**config.mk**
```make
export PLATFORM = sky130hd
export DESIGN_NAME = lzx_vm_param
export DESIGN_NICKNAME = d
export VERILOG_FILES = /design/src/rtl/lzx_vm_pkg.sv /design/src/rtl/lzx_vm_coin_dec.sv /design/src/rtl/lzx_vm_param.sv
export SDC_FILE = /design/constraint.sdc
export NUM_CORES = 1
export LEC_CHECK = 0
export CAP_MARGIN = 20
export CORE_MARGIN = 2
export CORE_UTILIZATION = 45
export CTS_BUF_LIST = sky130_fd_sc_hd__clkbuf_2
export DETAILED_ROUTE_END_ITERATION = 6
export HOLD_SLACK_MARGIN = 0.08
export PLACE_DENSITY = 0.68
export SYNTH_ARGS = -nofsm -noshare
export SYNTH_HDL_FRONTEND = slang
export SYNTH_HIERARCHICAL = 1
export SYNTH_SLANG_ARGS = --single-unit
export TNS_END_PERCENT = 100
```
**constraint.sdc**
```tcl
create_clock -name clk -period 3 [get_ports clk]
set_input_delay 0.6 -clock clk [delete_from_list [all_inputs] [get_ports clk]]
set_output_delay 0.6 -clock clk [all_outputs]
set_load 0.02 [all_outputs]
```
**src/rtl/lzx_vm_pkg.sv**
```systemverilog
// Shared types and constants for the lzx vending-machine controller.
// Holds the FSM state encoding, the coin code values and a small helper
// used for the credit-width elaboration check.
package lzx_vm_pkg;

    typedef enum logic [2:0] {
        ST_IDLE    = 3'd0,
        ST_COLLECT = 3'd1,
        ST_VEND    = 3'd2,
        ST_CHANGE  = 3'd3,
        ST_REFUND  = 3'd4
    } vm_state_t;

    localparam logic [1:0] COIN_NONE = 2'b00;
    localparam logic [1:0] COIN1     = 2'b01;
    localparam logic [1:0] COIN2     = 2'b10;
    localparam logic [1:0] COIN3     = 2'b11;

    function automatic int max3(input int a, input int b, input int c);
        int m;
        m = a;
        if (b > m) m = b;
        if (c > m) m = c;
        return m;
    endfunction

endpackage

```
**src/rtl/lzx_vm_coin_dec.sv**
```systemverilog
// Coin decoder: maps the 2-bit coin code to its credit value and a valid flag.
// Latency: purely combinational, zero cycles.
// Backpressure: none; the FSM decides whether a decoded coin is accepted.
// Ports: coin_in (coin code), coin_val (credit units), coin_vld (a coin is present).
module lzx_vm_coin_dec
    import lzx_vm_pkg::*;
#(
    parameter int CREDIT_W  = 5,
    parameter int COIN1_VAL = 1,
    parameter int COIN2_VAL = 2,
    parameter int COIN3_VAL = 10
) (
    input  logic [1:0]          coin_in,
    output logic [CREDIT_W-1:0] coin_val,
    output logic                coin_vld
);

    always_comb begin
        coin_val = '0;
        coin_vld = 1'b0;
        case (coin_in)
            COIN1: begin
                coin_val = CREDIT_W'(COIN1_VAL);
                coin_vld = 1'b1;
            end
            COIN2: begin
                coin_val = CREDIT_W'(COIN2_VAL);
                coin_vld = 1'b1;
            end
            COIN3: begin
                coin_val = CREDIT_W'(COIN3_VAL);
                coin_vld = 1'b1;
            end
            default: begin
                coin_val = '0;
                coin_vld = 1'b0;
            end
        endcase
    end

endmodule

```
**src/rtl/lzx_vm_param.sv**
```systemverilog
// Vending-machine controller: accumulates coin credit, vends at PRICE, pays change/refunds serially.
// Latency: coin completing the price -> D_out the next cycle, first change pulse the cycle after.
// Backpressure: coins arriving while busy (or with cancel) are dropped and flagged on coin_rej.
// Ports: clk/rst_n, In (coin code), cancel (refund request); D_out, C, coin_rej, busy, credit.
module lzx_vm_param
    import lzx_vm_pkg::*;
#(
    parameter int PRICE     = 3,
    parameter int COIN1_VAL = 1,
    parameter int COIN2_VAL = 2,
    parameter int COIN3_VAL = 10,
    parameter int CREDIT_W  = 5
) (
    input  logic                clk,
    input  logic                rst_n,
    input  logic [1:0]          In,
    input  logic                cancel,
    output logic                D_out,
    output logic                C,
    output logic                coin_rej,
    output logic                busy,
    output logic [CREDIT_W-1:0] credit
);

    localparam int MAX_COIN = max3(COIN1_VAL, COIN2_VAL, COIN3_VAL);

    // Largest credit ever held is PRICE-1 plus the biggest coin; it must fit
    // so the accumulator can never wrap.
    generate
        if (PRICE < 1) begin : g_bad_price
            $error("lzx_vm_param: PRICE must be >= 1");
        end
        if ((PRICE - 1 + MAX_COIN) > ((2 ** CREDIT_W) - 1)) begin : g_bad_width
            $error("lzx_vm_param: CREDIT_W too narrow for PRICE-1+max coin value");
        end
    endgenerate

    localparam logic [CREDIT_W-1:0] PRICE_C = CREDIT_W'(PRICE);
    localparam logic [CREDIT_W-1:0] ONE_C   = CREDIT_W'(1);

    vm_state_t             state_q, state_d;
    logic [CREDIT_W-1:0]   credit_q, credit_d;
    logic                  coin_rej_q, coin_rej_d;
    logic [CREDIT_W-1:0]   coin_val;
    logic                  coin_vld;
    logic [CREDIT_W-1:0]   cn;

    lzx_vm_coin_dec #(
        .CREDIT_W  (CREDIT_W),
        .COIN1_VAL (COIN1_VAL),
        .COIN2_VAL (COIN2_VAL),
        .COIN3_VAL (COIN3_VAL)
    ) u_coin_dec (
        .coin_in  (In),
        .coin_val (coin_val),
        .coin_vld (coin_vld)
    );

    // State, credit and reject-flag registers.
    always_ff @(posedge clk or negedge rst_n) begin
        if (!rst_n) begin
            state_q    <= ST_IDLE;
            credit_q   <= '0;
            coin_rej_q <= 1'b0;
        end else begin
            state_q    <= state_d;
            credit_q   <= credit_d;
            coin_rej_q <= coin_rej_d;
        end
    end

    // Next-state and credit update.
    always_comb begin
        state_d    = state_q;
        credit_d   = credit_q;
        coin_rej_d = 1'b0;
        // Cannot overflow: credit is below PRICE whenever a coin is accepted.
        cn         = credit_q + coin_val;
        case (state_q)
            ST_IDLE, ST_COLLECT: begin
                if (cancel) begin
                    // Cancel takes priority; a coin on the same edge is bounced.
                    coin_rej_d = coin_vld;
                    state_d    = (credit_q != '0) ? ST_REFUND : ST_IDLE;
                end else if (coin_vld) begin
                    credit_d = cn;
                    state_d  = (cn >= PRICE_C) ? ST_VEND : ST_COLLECT;
                end
            end
            ST_VEND: begin
                coin_rej_d = coin_vld;
                credit_d   = credit_q - PRICE_C;
                state_d    = (credit_q == PRICE_C) ? ST_IDLE : ST_CHANGE;
            end
            ST_CHANGE, ST_REFUND: begin
                coin_rej_d = coin_vld;
                credit_d   = credit_q - ONE_C;
                if (credit_q == ONE_C) begin
                    state_d = ST_IDLE;
                end
            end
            default: begin
                state_d  = ST_IDLE;
                credit_d = '0;
            end
        endcase
    end

    // Moore outputs decoded from registered state.
    always_comb begin
        D_out    = (state_q == ST_VEND);
        C        = (state_q == ST_CHANGE) || (state_q == ST_REFUND);
        busy     = (state_q == ST_VEND) || (state_q == ST_CHANGE) || (state_q == ST_REFUND);
        coin_rej = coin_rej_q;
        credit   = credit_q;
    end

endmodule
```
**Run 1: sequential cells colored by netlist name**

Drawn at 8 px/µm. Other sequential cells in the stronger gray, the rest of the logic in the fainter gray.
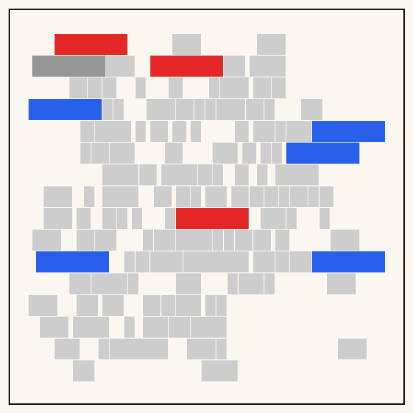
`credit` -> blue  # flops 5
`state_q` -> red  # flops 3
Seq. pwr: 0.312 mW
sequential share of cell area: 20.3%
Flop area: 225 µm²

**Run 1: wires at chosen ports, followed through buffers**

Drawn at 8 px/µm.
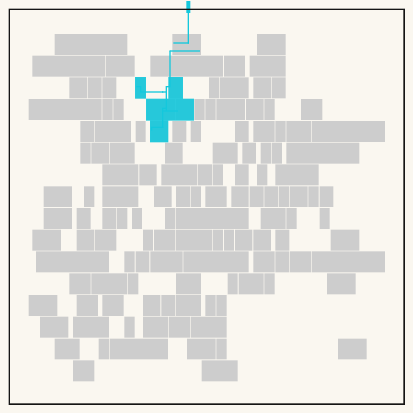
`cancel` -> cyan  # direction input, edge top, end cells 5, buffers 1, wire 28.1 µm
port buffer count: 13
I/O pins: 14

==> results.cfg, run 1 <==
; physical design summary
[cells_and_area]
largestClassByArea = logic gates
comb_cells = 90
area_growth_pct = 20.7

[synthesis]
synth_top_area_share_pct = 24.5
ys_cells = 116
avgSynthCellArea_um2 = 7.92
ys_seq_share_pct = 24.5
synth_cell_types = 41

[critical_path]
cpPeakStageDelay_ns = 0.48
crit_path_end = state_q[0]
reg2reg_slack_ns = 0.61
critPathKind = input pin to register

[run]
max_cap_viol_count = 0

[pwr]
internal_power_mw = 0.650
vdd_drop_max_uv = 610
switchingPower_mw = 0.687

[sta]
rsz0062_at_grt = no
setup_tns_ns = 0
final.min_clock_period_ns = 2.81

[route]
ant_nets = 0
viasPerCell = 5.58
drt-initial-drc-count = 28
top_layer = met4
num_vias = 882

[cts]
cts_tree = yes
insertion_delay_ns = 0.27
h-tree-depth = 1

[global_routing]
grt_pass1_vias = 806
grt_overflow = 0

[floorplanning]
tap_cells = 27
core.rowCount = 16

[place]
dp_hpwl_mm = 1.62

[outcome]
status = completed
**Run 1: gate-type map**

Drawn at 10 px/µm.
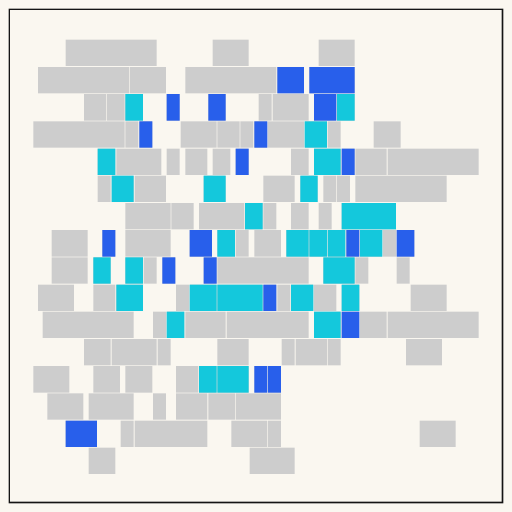
aoi and oai cells -> cyan  # cells 27, where middle
nor cells -> blue  # cells 20
Comb/total area: 56.7%
fin cells: 158
leading cell type in the layout, fill and taps excluded: clkdlybuf4s50_1

==> run 1: cell families (layout without fill, tap and decap cells) <==
| group | after synthesis | in the layout | share of synthesized area, % |
|---|---|---|---|
| xor+xnor | 6 | 6 | 7.22 |
| fa+ha+maj | 9 | 9 | 13.1 |
| flops | 9 | 9 | 24.5 |
| simple gates | 40 | 40 | 22.1 |
| compound gates | 32 | 32 | 23.2 |
| other cells | 1 | 2 | 0.408 |
| buf+inv | 18 | 32 | 8.45 |
| mux | 1 | 1 | 1.09 |
==> run 1: worst max-delay path: cells and delay by family <==
family,cells,cell delay [ns]
AND/OR/NAND/NOR,3,0.79
adder cells (fa/ha/maj),2,0.54
buffers and inverters,2,0.52
AND-OR/OR-AND,2,0.30
XOR/XNOR,1,0.25
==> inputs of run 2 (changes only) <==
--- a/config.mk
+++ b/config.mk
@@ -12,6 +12,7 @@
 export DETAILED_ROUTE_END_ITERATION = 6
 export HOLD_SLACK_MARGIN = 0.08
 export PLACE_DENSITY = 0.68
+export RECOVER_POWER = 25
 export SYNTH_ARGS = -nofsm -noshare
 export SYNTH_HDL_FRONTEND = slang
 export SYNTH_HIERARCHICAL = 1
**Run 2: cell density map**

Drawn at 6 px/µm. 10 x 10 tiles, from dark purple (low) to yellow (high), 0 to 100% covered.
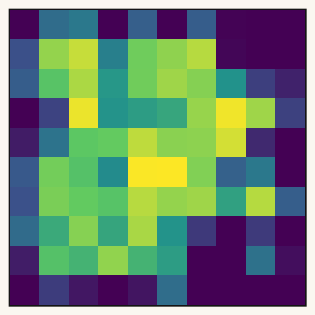
tiles over 75% full = 31%
mean over tiles = 44%
densest ninth of the die = middle
fullest tile = 100%
emptiest ninth of the die = bottom right
area of the core: 1940 µm²
starting density of the core: 47.3%
Finished Core Util: 57.1%

**Run 2: gate-type map**

Drawn at 10 px/µm.
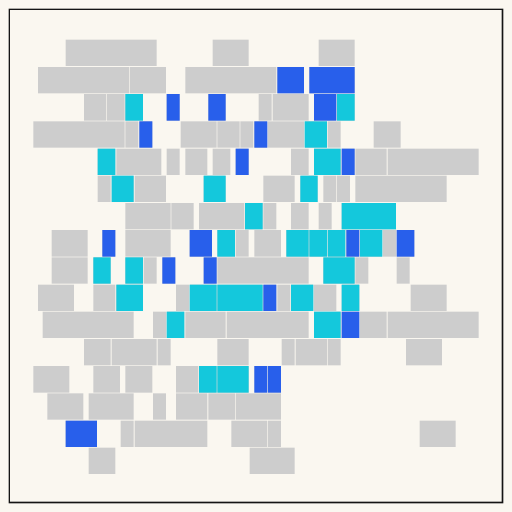
nor cells -> blue  # cells 20
aoi and oai cells -> cyan  # cells 27, where middle

==> run 2 against run 1 <==
  * Combinational power about the same
  * Synthesized area unchanged
  * Sequential power about the same
  * Flip-flop count unchanged
  * Critical endpoint unchanged
  * Register-to-register slack about the same
  * Total power about the same
  * First-iteration DRC count unchanged
  * Count of clock-buffer cells in the layout unchanged
  * Utilization unchanged
  * Largest power group unchanged
  * Setup slack improved by 0.0019 ns
  * Wire length increased by 0.27%
==> results.cfg, run 2 <==
; physical design summary
[global_routing]
grt_overflow = 0

[synthesis]
aoi_share_pct = 23.2
synth_top_area_share_pct = 24.5
synthTopLogicFamily = AND-OR/OR-AND gates
ys_seq_share_pct = 24.5
ys_cells = 116
synth_cell_types = 41

[pwr]
switchingPower_mw = 0.686
internal_power_mw = 0.650

[floorplanning]
io_pins = 14
core.rowCount = 16

[cts]
insertion_delay_ns = 0.27
cts_tree = yes
h-tree-depth = 1

[critical_path]
cpPeakStageDelay_ns = 0.48
reg2reg_slack_ns = 0.61

[sta]
rsz0062_at_grt = no
final.min_clock_period_ns = 2.80

[route]
num_vias = 883
drt-initial-drc-count = 28

[outcome]
status = completed

[place]
dp_hpwl_mm = 1.62
**Run 2: clock routing**

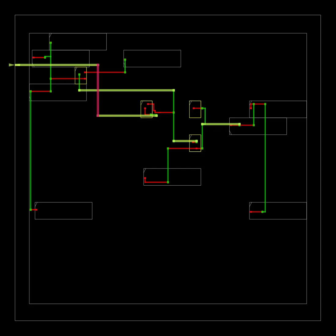
CTS sink count: 9
CTS Buf Count: 3
clock buffers: 4
clk_skew: 0.0170 ns

[run 2: cell counts after synthesis]
Identical to the previous run, type by type.
[run 2: worst min-delay path: stages, from the launching register on]
cell     delay (ns)
dfrtp_1        0.41
inv_2          0.08
nand2_1        0.06
o22ai_1        0.07
[run 2: logic make-up (layout without fill, tap and decap cells)]
kind of cell / after synthesis / after routing
simple gates: 40 / 40
flops: 9 / 9
buf+inv: 18 / 32
xor+xnor: 6 / 6
other cells: 1 / 2
fa+ha+maj: 9 / 9
mux: 1 / 1
compound gates: 32 / 32
[run 2: layout make-up]
type                            count  area (µm²)
Multi-Input combinational cell     90         628
Tap cell                           27        33.8
Inverter                           11        41.3
Sequential cell                     9         225
Timing Repair Buffer               17         160
Clock buffer                        4        20.0
Fill cell                         190         833
==> inputs of run 3 (changes only) <==
--- a/config.mk
+++ b/config.mk
@@ -10,7 +10,9 @@
 export CORE_UTILIZATION = 45
 export CTS_BUF_LIST = sky130_fd_sc_hd__clkbuf_2
 export DETAILED_ROUTE_END_ITERATION = 6
+export GPL_TIMING_DRIVEN = 0
 export HOLD_SLACK_MARGIN = 0.08
+export MAX_ROUTING_LAYER = met4
 export PLACE_DENSITY = 0.68
 export RECOVER_POWER = 25
 export SYNTH_ARGS = -nofsm -noshare
**Run 3: cell density map**

Drawn at 6 px/µm. 10 x 10 tiles, from dark purple (low) to yellow (high), 0 to 100% covered.
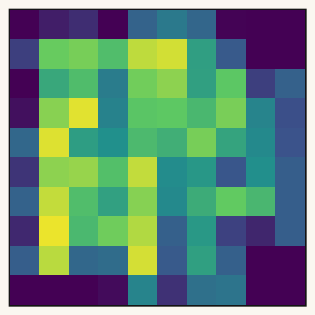
fullest tile = 97%
mean over tiles = 45%
nearly empty tiles = 15%
Finished Core Util: 57.7%

**Run 3: sequential cells colored by netlist name**

Drawn at 8 px/µm. Other sequential cells in the stronger gray, the rest of the logic in the fainter gray.
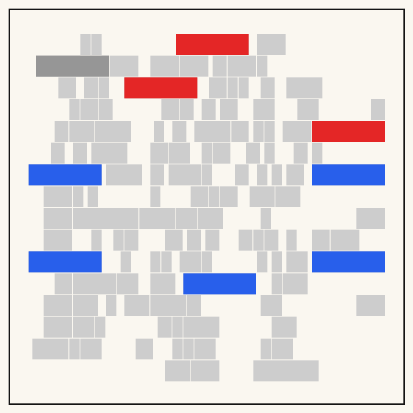
`state_q` -> red  # flops 3
`credit` -> blue  # flops 5
Seq. pwr: 0.249 mW
sequential share of cell area: 20.1%

==> run 3 against run 2 <==
  * Critical path depth is the same
  * Synthesized cell count is the same
  * Fmax shrank 2.9%
  * Highest routed layer unchanged
==> results.cfg, run 3 <==
; physical design summary
[outcome]
status = completed

[synthesis]
synth_top_area_share_pct = 24.5
aoi_share_pct = 23.2
synthTopLogicFamily = AND-OR/OR-AND gates
ys_cells = 116
synth_cell_types = 41
ys_seq_share_pct = 24.5
netlist_area_um2 = 918
ys_async_sr_fraction_pct = 100

[route]
num_vias = 858
drt-initial-drc-count = 12
ant_nets = 0

[cells_and_area]
logic_area_um2 = 627
fillers = 192
ff_count = 9
comb_cells = 90
ff_latch_area_um2 = 225
largestClassByArea = logic gates
clock_area_share_pct = 1.79
inverters_excl_clock = 11

[cts]
numCtsBuffers = 3
cts_sinks = 9
h-tree-depth = 1
insertion_delay_ns = 0.25
cts_tree = yes

[critical_path]
cpPeakStageDelay_ns = 0.50

[floorplanning]
die_w_um = 49.2
tap_cells = 27
io_pins = 14
core.rowCount = 16
core_area_um2 = 1940

[sta]
fin_worst_skew_ns = 0.00599
setup_viol = 0
rsz0062_at_grt = no
hold_viol = 0

[pwr]
vdd_drop_max_uv = 558

[global_routing]
grt_overflow = 0
**Run 3: gate-type map**

Drawn at 10 px/µm.
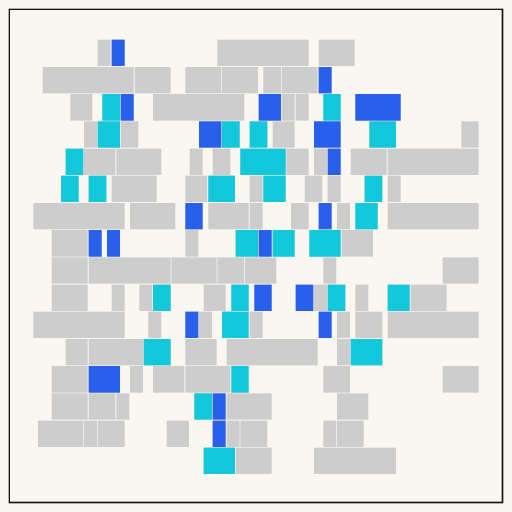
nor cells -> blue  # cells 20
aoi and oai cells -> cyan  # cells 27
Comb/total area: 55.9%
fin cells: 162

==> run 3: netlist changes by cell type in the layout (fill, tap and decap cells not counted), sizes merged <==
| cell | before | now |
|---|---|---|
| clkbuf | 4 | 7 |
| buf | 4 | 5 |
==> run 3: path summary, 6_finish.rpt <==
| kind | start | endpoint | slack, ns |
|---|---|---|---|
| min | credit[4] | credit[4] | 0.65 |
| max reg2reg | credit[0] | state_q[0] | 0.53 |
| max | In[0] | state_q[0] | 0.11 |
| min in group asynchronous | rst_n | credit[4] | 0.73 |
| min reg2reg | credit[4] | credit[4] | 0.65 |
| max in group asynchronous | rst_n | state_q[2] | 1.95 |
==> run 3: report_power, final <==
group / switching [mW] / total (mW) / internal, mW
Clock: 0.0470 / 0.0824 / 0.0354
Combinational: 0.563 / 1.00 / 0.438
Sequential: 0.0655 / 0.249 / 0.183
Power is estimated from default activity; no workload was simulated.
